==> config.mk <==
export PLATFORM = sky130hd
export DESIGN_NAME = txuart_cfg
export DESIGN_NICKNAME = d
export VERILOG_FILES = /design/src/rtl/txuart_cfg.sv
export SDC_FILE = /design/constraint.sdc
export NUM_CORES = 1
export LEC_CHECK = 0
export CORE_ASPECT_RATIO = 0.9
export CORE_UTILIZATION = 53
export CTS_CLUSTER_DIAMETER = 150
export DETAILED_ROUTE_END_ITERATION = 7
export GPL_ROUTABILITY_DRIVEN = 0
export GPL_TIMING_DRIVEN = 0
export HOLD_SLACK_MARGIN = 0.1
export PLACE_DENSITY = 0.75
export SYNTH_ARGS = -nofsm -noshare
export SYNTH_HDL_FRONTEND = slang
export SYNTH_SLANG_ARGS = --single-unit
==> constraint.sdc <==
create_clock -name i_clk -period 2.2 [get_ports i_clk]
set_input_delay 0.55 -clock i_clk [delete_from_list [all_inputs] [get_ports i_clk]]
set_output_delay 0.55 -clock i_clk [all_outputs]
set_load 0.005 [all_outputs]
Placement view:
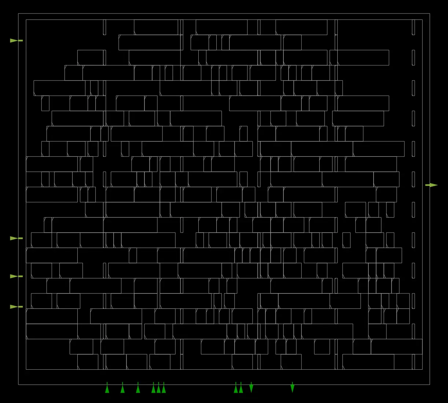
sequential cell count: 42
row count: 23

Signal wires by layer:
Drawn at 4 px/µm. Two of the layers only.
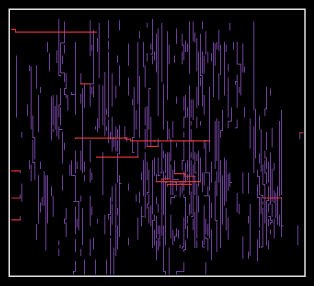
Key: M3 = red [wire length 107 µm]; M2 = purple [wire length 2,230 µm]
Routed Wire Length: 4580 µm
final routed wire length divided by cell count: 14.0 µm
Overall Global Routing Usage: 21.6%
vias after detailed routing: 1,799

Gate-type map:
Drawn at 4 px/µm.
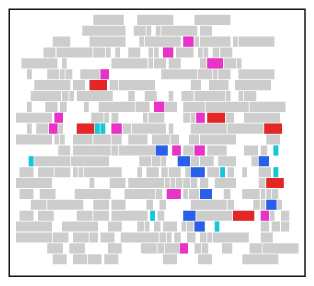
Key: and/or cells = magenta [cells 14]; inv cells = cyan [cells 8, most used inv_1]; fa/ha/maj cells = red [cells 6, most used ha_1]; non-inverting ao/oa cells = blue [cells 8, most used o21a_1]
final cell count without fillers: 326
top logic cell by instance count in the layout: dfrtp_1
multi-input logic portion of the cell area: 47.2%

Routed metal per tile:
Drawn at 4 px/µm. 15 x 13 tiles, from dark purple (low) to yellow (high), scaled to the fullest tile. Values are wire area over tile area, all layers added.
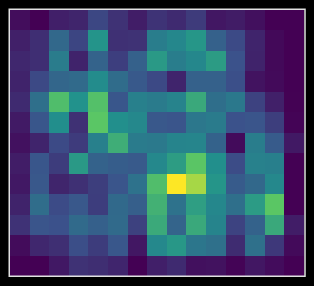
The mean over all tiles is 0.14. The densest ninth of the die: center. The fullest tile reaches 0.53. 8.2% of the tiles are nearly empty. 13% of the tiles are over half the peak.

Layout detail:
Region (22, 18) to (52, 48) µm. Cells in gray, sequential cells in the stronger gray; small squares are vias.
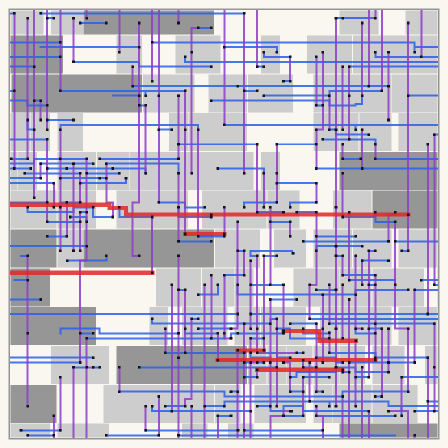
Key: M2 = purple; M3 = red; M1 = blue
Most frequent: nor2_1 (6), dfrtp_1 (6). 70 logic cells have their middle in the window. Sequential cells in the window: 7.

==> flow_metrics.py <==
# Generated from Yosys and OpenROAD reports
metrics = {
    "yosys": {
        "sequential_cell_area_fraction_in_the_yosys_report_pct": 43.3,
        "synth_largest_type_area_fraction_pct": 39.0,
        "yosys.stat.chipArea_mm2": 0.00244,
        "yosys-stat-cells": 239,
        "edf_count": 0,
        "postSynth.asyncResetShare_pct": 100,
        "synth.mux.area_fraction_pct": 7.69,
        "post_synth_num_cell_types": 52,
        "post_synth_xor_area_fraction_pct": 7.53,
        "synth_cells": 239,
        "yosysWarningCount": 0,
        "synth-compound-area-share_pct": 11.2,
        "largest_area_cell": "dfrtp_1",
    },
    "timing": {
        "relSlewSlack_pct": 42.4,
        "final_min_period_over_clock_period_pct": 94.9,
        "finalMaxSlewViolations": 0,
        "tightestPinTransition_ns": 0.862,
        "clock-skew-final_ns": 0.00710,
        "final_period_minus_worst_setup_slack_ns": 2.09,
        "hold_viol_final": 0,
        "fmaxAchievable_mhz": 479,
    },
    "global_route": {
        "number_of_global_route_vias_before_repair": 1757,
        "grt_first_pass_wirelength_um": 7970,
        "grt_antenna_before_repair": 0,
        "overflow": 0,
    },
    "worst_setup_path": {
        "crit_required_ns": 2.43,
        "reg2reg_setup_slack_ns": 0.11,
        "end_kind": "register",
        "critical_path_at_ns": 2.32,
        "cp.buffers_inverters": 0,
        "worstSetupStartpointType": "register",
        "crit_path_max_incr_delay_ns": 0.47,
        "crit_fanout": 7,
        "critPathTopFamily": "simple AND/OR/NAND/NOR gates",
        "crit_chain": "nor4_4, nand4_2, or4_1, nand2_2, mux2_1",
    },
    "floorplan": {
        "chip_area_mm2": 0.00488,
        "core-area_mm2": 0.00443,
        "tapcells_inserted": 62,
        "die-width_um": 73.5,
    },
    "finish": {
        "nNonClkBuffers": 25,
        "area_used_by_sequential_logic_in_the_layout_mm2": 0.00106,
        "inverters_excl_clock": 8,
        "final.fill_count": 377,
        "layout.area.top_class": "multi-input combinational cells",
        "num-nets-final": 281,
        "area.growth.synth_to_final_pct": 17.4,
        "layout.clock_buffers": 5,
        "final-comb-area_mm2": 0.00135,
        "lay_top_cells": "38 x dfrtp_1, 35 x nor2_1, 15 x xnor2_1, 14 x nand2_1, 14 x clkdlybuf4s50_1",
        "layout.nonclk_buf_share_pct": 7.42,
        "largest_register_ffs": 24,
        "insertedDiodeCount": 0,
        "final_layout_size_suffix_gt1_share_pct": 20.8,
    },
    "placement": {
        "dp.final_hpwl_um": 3190,
        "portBuffers": 14,
    },
    "hold_path": {
        "holdCritPathClass": "reg -> reg",
    },
    "cts": {
        "max-clock-path-buffers": 2,
        "number_of_sinks_handled_by_clock_tree_synthesis": 42,
        "cts_root_buffer": "clkbuf_8",
        "cts_h_tree_depth": 2,
        "worst_setup_hold_path_clk_slew_ns": 0.09,
        "later_pin_clock_latency_in_the_skew_report_ns": 0.29,
        "hold_buffers": 0,
        "post_cts_resized": 3,
        "cts_made_buffers": 5,
    },
    "status": {
        "outcome": "completed",
    },
    "route": {
        "detail_route.drc_violations": 0,
        "firstDrtPassIters": 6,
    },
    "job": {
        "maxCapViolCount": 0,
        "openroad.warnings": 29,
    },
    "pwr": {
        "irDropWorstVdd_v": 0.000675,
    },
}
[Yosys cell counts (2+ instances only)]
master / n
clkbuf_1: 4
xor2_1: 6
nor4_4: 3
a31oi_1: 3
nor4_2: 3
or3_1: 4
ha_1: 6
o21ai_0: 10
nor4_1: 2
nor2b_1: 5
mux2_2: 6
buf_2: 3
nor2_2: 3
o21a_1: 3
nor2_1: 35
mux2i_1: 3
inv_1: 8
mux2_1: 8
o2bb2ai_1: 2
nand2_1: 14
a21oi_1: 10
dfrtp_1: 38
and3_1: 2
dfstp_2: 4
nand3_2: 2
nor3_1: 6
or4_1: 4
xnor2_1: 15
nor4b_2: 2
nand3_1: 3
[layer usage]
layer / wire, µm / part of all wire (%) / global-route usage [%]
met5: 0 / 0 / 0
met1: 2200 / 48 / 28.8
met2: 2230 / 49 / 35.2
met3: 107 / 2.3 / 4.12
met4: 44 / 0.96 / 7.21
[stage by stage]
stage,worst slack [ns],instances,instance area [µm²],TNS [ns],hold WS [ns]
detailed placement,-0.180,315,2660,-0.736,0.458
finish,0.112,326,2870,0,0.481
floorplan,0.193,239,2440,0,0.441
global route,-0.0252,326,2870,-0.0293,0.498
CTS,0.00541,323,2800,0,0.480
global placement,-0.215,315,2660,-8.57,0.453
[where the power goes]
group          total (µW)  internal [µW]  switching, µW
registers            1130            979            156
clock network         730            455            275
logic                1640            771            868
total                3500           2200           1300
[kinds of logic after synthesis]
group,after synthesis
fa+ha+maj,6
flops,42
simple gates,97
xor+xnor,21
buf+inv,16
mux,17
compound gates,40
[worst register-to-register path, stage by stage, from the launching register on]
cell	delay [ns]
dfrtp_1	0.44
nor4_4	0.42
nand4_2	0.25
or4_1	0.47
nand2_2	0.11
mux2_1	0.32
Power and IR drop assume default switching activity.
